[src/rtl/nibble_serial_add_ctrl.sv]
// Wide adder built from a single 4-bit ripple slice.
// One nibble per clock, LSB first, valid/ready on both sides.
module nibble_serial_add_ctrl #(
  parameter int WIDTH = 16
) (
  input  logic             clk,
  input  logic             rst_n,
  input  logic             in_valid,
  output logic             in_ready,
  input  logic [WIDTH-1:0] a,
  input  logic [WIDTH-1:0] b,
  input  logic             c_in,
  output logic             out_valid,
  input  logic             out_ready,
  output logic [WIDTH-1:0] sum,
  output logic             c_out,
  output logic             busy
);
  localparam int NIB = WIDTH / 4;
  localparam int IW  = (NIB > 1) ? $clog2(NIB) : 1;
  localparam logic [IW-1:0] LAST = IW'(NIB - 1);

  if (WIDTH < 4 || (WIDTH % 4) != 0) begin : g_bad_width
    $error("WIDTH must be a multiple of 4 and at least 4");
  end

  typedef enum logic [1:0] {
    IDLE = 2'd0,
    RUN  = 2'd1,
    DONE = 2'd2
  } state_e;

  state_e           state_q, state_d;
  logic [WIDTH-1:0] a_q, a_d;
  logic [WIDTH-1:0] b_q, b_d;
  logic [WIDTH-1:0] sum_q, sum_d;
  logic             c_out_q, c_out_d;
  logic             carry_q, carry_d;
  logic [IW-1:0]    idx_q, idx_d;

  logic [3:0] nib_a;
  logic [3:0] nib_b;
  logic [3:0] nib_s;
  logic       cy;

  // Four full-adder cells rippling from the registered carry.
  always_comb begin
    nib_a = a_q[{idx_q, 2'b00} +: 4];
    nib_b = b_q[{idx_q, 2'b00} +: 4];
    nib_s = '0;
    cy    = carry_q;
    for (int i = 0; i < 4; i++) begin
      nib_s[i] = nib_a[i] ^ nib_b[i] ^ cy;
      cy = (nib_a[i] & nib_b[i]) |
           (cy & (nib_a[i] ^ nib_b[i]));
    end
  end

  always_comb begin
    state_d = state_q;
    a_d     = a_q;
    b_d     = b_q;
    sum_d   = sum_q;
    c_out_d = c_out_q;
    carry_d = carry_q;
    idx_d   = idx_q;
    unique case (state_q)
      IDLE: begin
        if (in_valid) begin
          a_d     = a;
          b_d     = b;
          carry_d = c_in;
          idx_d   = '0;
          state_d = RUN;
        end
      end
      RUN: begin
        sum_d[{idx_q, 2'b00} +: 4] = nib_s;
        carry_d = cy;
        if (idx_q == LAST) begin
          c_out_d = cy;
          state_d = DONE;
        end else begin
          idx_d = idx_q + 1'b1;
        end
      end
      DONE: begin
        if (out_ready) state_d = IDLE;
      end
      default: state_d = IDLE;
    endcase
  end

  always_ff @(posedge clk or negedge rst_n) begin
    if (!rst_n) begin
      state_q <= IDLE;
      a_q     <= '0;
      b_q     <= '0;
      sum_q   <= '0;
      c_out_q <= 1'b0;
      carry_q <= 1'b0;
      idx_q   <= '0;
    end else begin
      state_q <= state_d;
      a_q     <= a_d;
      b_q     <= b_d;
      sum_q   <= sum_d;
      c_out_q <= c_out_d;
      carry_q <= carry_d;
      idx_q   <= idx_d;
    end
  end

  // Gated so the block never advertises ready while held in reset.
  assign in_ready  = (state_q == IDLE) && rst_n;
  assign out_valid = (state_q == DONE);
  assign busy      = (state_q == RUN) || (state_q == DONE);
  assign sum       = sum_q;
  assign c_out     = c_out_q;

endmodule

[config.mk]
export PLATFORM = sky130hd
export DESIGN_NAME = nibble_serial_add_ctrl
export DESIGN_NICKNAME = d
export VERILOG_FILES = /design/src/rtl/nibble_serial_add_ctrl.sv
export SDC_FILE = /design/constraint.sdc
export NUM_CORES = 1
export LEC_CHECK = 0
export CAP_MARGIN = 15
export CORE_MARGIN = 5
export CORE_UTILIZATION = 38
export DETAILED_ROUTE_END_ITERATION = 8
export PLACE_DENSITY = 0.67
export SETUP_SLACK_MARGIN = 0.1
export SYNTH_ARGS = -nofsm -noshare
export SYNTH_HDL_FRONTEND = slang
export SYNTH_SLANG_ARGS = --single-unit
export TNS_END_PERCENT = 10
[constraint.sdc]
create_clock -name clk -period 4.1 [get_ports clk]
set_clock_uncertainty 0.2 [all_clocks]
set_input_delay 0.82 -clock clk [delete_from_list [all_inputs] [get_ports clk]]
set_output_delay 0.82 -clock clk [all_outputs]
set_load 0.03 [all_outputs]
### Sequential cells coloured by netlist name

(6 px per um) Other sequential cells in the stronger grey, the rest of the logic in the fainter grey.
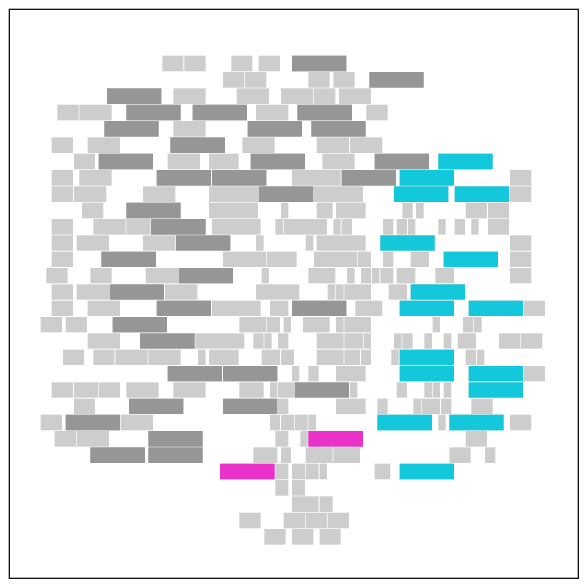
cyan -> sum  # sequential cells 16, where middle right
magenta -> state_q  # sequential cells 2
sequential power: 928 uW
Sequential Area: 1350 um2
Seq area share: 39.4%

==> flow_summary.yaml <==
# yosys + openroad results
min_path:
  hp-start: "sum[12]"
  whs_path_depth: 2
  hold-path-endpoint: "sum[12]"
  hold_class: "reg -> reg"
yosys:
  top_cell_area_share_pct: 49.7
  seq_area_frac_synth_pct: 49.7
  flop_cell: "dfrtp_1"
  syn_area_um2: 2720
  syn-num-nets: 247
  yosysTopAreaCell: "dfrtp_1"
  synth_warnings: 0
  synth.area.top_cells: "dfrtp_1 (50%), mux2_4 (17%), mux4_2 (6.6%)"
  async_reset_ff_share_pct: 100
  edf_count: 0
  ys_cells: 197
  ys_top_cells_by_count: "dfrtp_1 (54), mux2_4 (30), nand2_1 (22)"
  syn_avg_cell_area_um2: 13.8
  synth.most_common_cell: "dfrtp_1"
  yosys_area_um2: 2720
  yosys.cell_types.count: 29
  syn_inst: 197
  ys.flops: 54
final_layout:
  fin_util_pct: 50.0
  num_antenna_cells: 0
  fillers: 610
  drive_above_1_share_pct: 20.3
  final_nets: 305
  syn_to_final_growth_pct: 26.2
route:
  drt-initial-drc-count: 66
  wl_um: 5260
  via_per_inst: 4.76
  avgRoutedWirePerCell_um: 14.9
  final_antenna_net_count: 0
  dr.pass1.iters: 4
  drc: 0
  vias: 1675
critical_path:
  path_buffers: 2
  r2r.worst_path.cells: 8
  critical_path_peak_fanout: 14
  cp_slowest_stage_delay_ns: 0.64
  cpMostUsedCell: "fa_1"
  end_kind: "register"
  cp.arrival_ns: 3.00
  critPathKind: "reg -> reg"
  critPathTopFamily: "adder cells"
  r2r-end: "sum[7]"
  worst_setup_path_start_kind: "register"
  cp.required_ns: 4.10
  critPathSlowestCell: "dfrtp_1"
  worstPathCellList: "mux4_2, fa_1, inv_1, fa_1, fa_1, inv_1, fa_1, a22o_1"
  ff2ff_setup_slack_ns: 1.11
  reg2reg_from: "idx_q[1]"
final_timing:
  tightestPinTransition_ns: 1.03
  hold_violations: 0
  max-slew-margin-rel_pct: 30.9
  holdWs_ns: 0.290
  min_period_ns: 2.99
  grt_setup_unrepaired: "no"
  tns_ns: 0
  finalSetupViolations: 0
  finalMaxSlewViolations: 0
  period_used_pct: 73.0
  timing.fmax_ghz: 0.334
grt:
  grt_start_max_net_pins: 55
  globalRouteOverflowTotal: 0
  grt_usage_pct: 12.6
  grt_pass1_vias: 1789
  grt_pass1_wl_um: 8740
  antenna_found_initial: 0
pwr:
  p_int_mw: 1.63
  pwr-share-clk_pct: 11.4
  swShare_pct: 37.6
  seqPwrFrac_pct: 35.4
  p_leak_nw: 1.55
  power.density_nw_per_um2: 764
  power.total_mw: 2.62
  switching_power_uw: 987
  pwr-share-comb_pct: 53.2
  ir_drop_v: 0.000258
clock_tree:
  ctsHoldBuffers: 0
  cts_tree: "done"
  postCtsSetupRepairBufs: 0
  cts_inserted_buffers: 5
  clk_pin_slew_ns: 0.09
  cts_buffer_depth: 2
  clock_sinks: 54
  cts_htree_levels: 2
  worstSkewPairLatency_ns: 0.30
  cts_resized: 0
  cts-root-buf: "clkbuf_8"
flow_run:
  cap_viol_max_count: 0
  warnings: 33
floorplan:
  die_y_um: 94.6
  num_rows: 30
  fp-utilization_pct: 39.6
  fp.dieW_um: 94.6
  die_area_um2: 8950
  core_area_um2: 6870
place:
  dp.final_hpwl_um: 4170
  globalplace.congestion: 0.804
run_status:
  status: "completed"
### Wires at chosen ports, followed through buffers

(4 px per um)
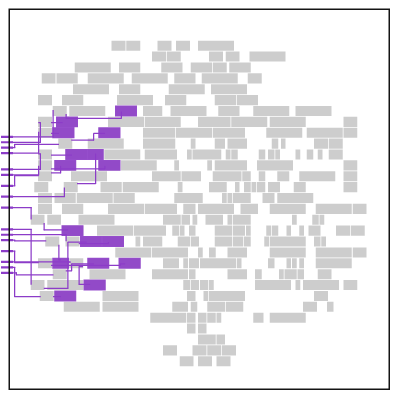
purple -> a  # bits 16, direction input, end cells 16, buffers 16, wire 344 um
io pins: 57
Port Buffers: 56

## logic make-up (layout without fill, tap and decap cells)
family	count (synthesis)	after routing	share of synthesized area (%)
AND-OR/OR-AND	25	25	5.89
adder cells (fa/ha/maj)	13	13	7.08
buffers and inverters	18	77	4.09
flip-flops	54	54	49.7
multiplexers	42	42	24.8
AND/OR/NAND/NOR	45	45	8.42
## per-stage QoR
stage,cells,instance area (um2),worst slack (ns)
global placement,344,3340,1.16
detailed placement,344,3340,1.12
CTS,352,3430,1.08
global route,352,3430,0.926
finish,352,3430,1.11
floorplan,197,2720,1.10
## sequential cells by signal, summed over array words and instances, names as in the netlist
register	flops
sum	16
idx_q	2
c_out	1
state_q	2
b_q	16
a_q	16
carry_q	1
## tightest hold or removal path: cells and delay by family, from the launching register on
family	cells	cell delay (ns)
AND-OR/OR-AND	1	0.06
flip-flops	1	0.35
AND/OR/NAND/NOR	1	0.05
## final cells by class
class | count | area, um2 | area share, %
sequential | 54 | 1350 | 39.4
multi-input combinational | 125 | 1260 | 36.6
timing repair buffer | 58 | 571 | 16.6
tap | 96 | 120 | 3.50
clock buffer | 7 | 86.3 | 2.52
inverter | 11 | 41.3 | 1.20
clock inverter | 1 | 5.00 | 0.146
## how the worst max path moves through the flow
stage	slack [ns]	cells past startpoint	from	to
detailed placement	1.12	8	idx_q[1]	sum[7]
global placement	1.16	8	idx_q[1]	sum[7]
floorplan	1.10	10	idx_q[0]	sum[11]
finish	1.11	8	idx_q[1]	sum[7]
CTS	1.08	8	idx_q[1]	sum[7]
global route	0.93	8	idx_q[1]	sum[7]
## placed cells by master (no fill, tap or decap)
cell,netlist,routed
o21ai_0,1,1
or2_0,1,1
and3b_1,1,1
buf_4,0,2
dfrtp_1,54,54
nand3b_1,1,1
inv_1,10,10
nand2_1,22,22
clkbuf_1,0,1
clkinv_2,0,1
fa_1,4,4
and3_1,3,3
nand2b_1,4,4
buf_2,2,1
clkdlybuf4s50_1,0,55
mux4_2,8,8
o21ai_1,12,12
clkbuf_8,0,6
nand3_1,5,5
ha_1,9,9
nor2_1,3,3
a21oi_1,1,1
inv_2,1,1
mux2_4,30,30
nor2b_1,1,1
nor3b_2,2,2
a22o_1,8,8
a31oi_1,2,2
mux2_1,4,4
o211ai_1,1,1
and2_1,1,1
nand2_2,1,1
## layer usage
metal | vias to the layer above | wire length, um | global-route usage (%)
met3 | 10 | 333 | 3.51
li1 | 806 | - | -
met4 | 0 | 119 | 5.05
met1 | 809 | 2460 | 17.3
met2 | 50 | 2350 | 19.0
met5 | - | 0 | 0
## power groups by stage
stage / Clock, mW / Sequential [mW] / Combinational, mW
after global routing: 0.333 / 0.962 / 1.51
after CTS: 0.312 / 0.935 / 1.42
final: 0.299 / 0.928 / 1.39
after floorplan: 0 / 0.941 / 1.02
after global placement: 0 / 0.935 / 1.39
after detailed placement: 0 / 0.946 / 1.41
Power and IR drop assume default switching activity.
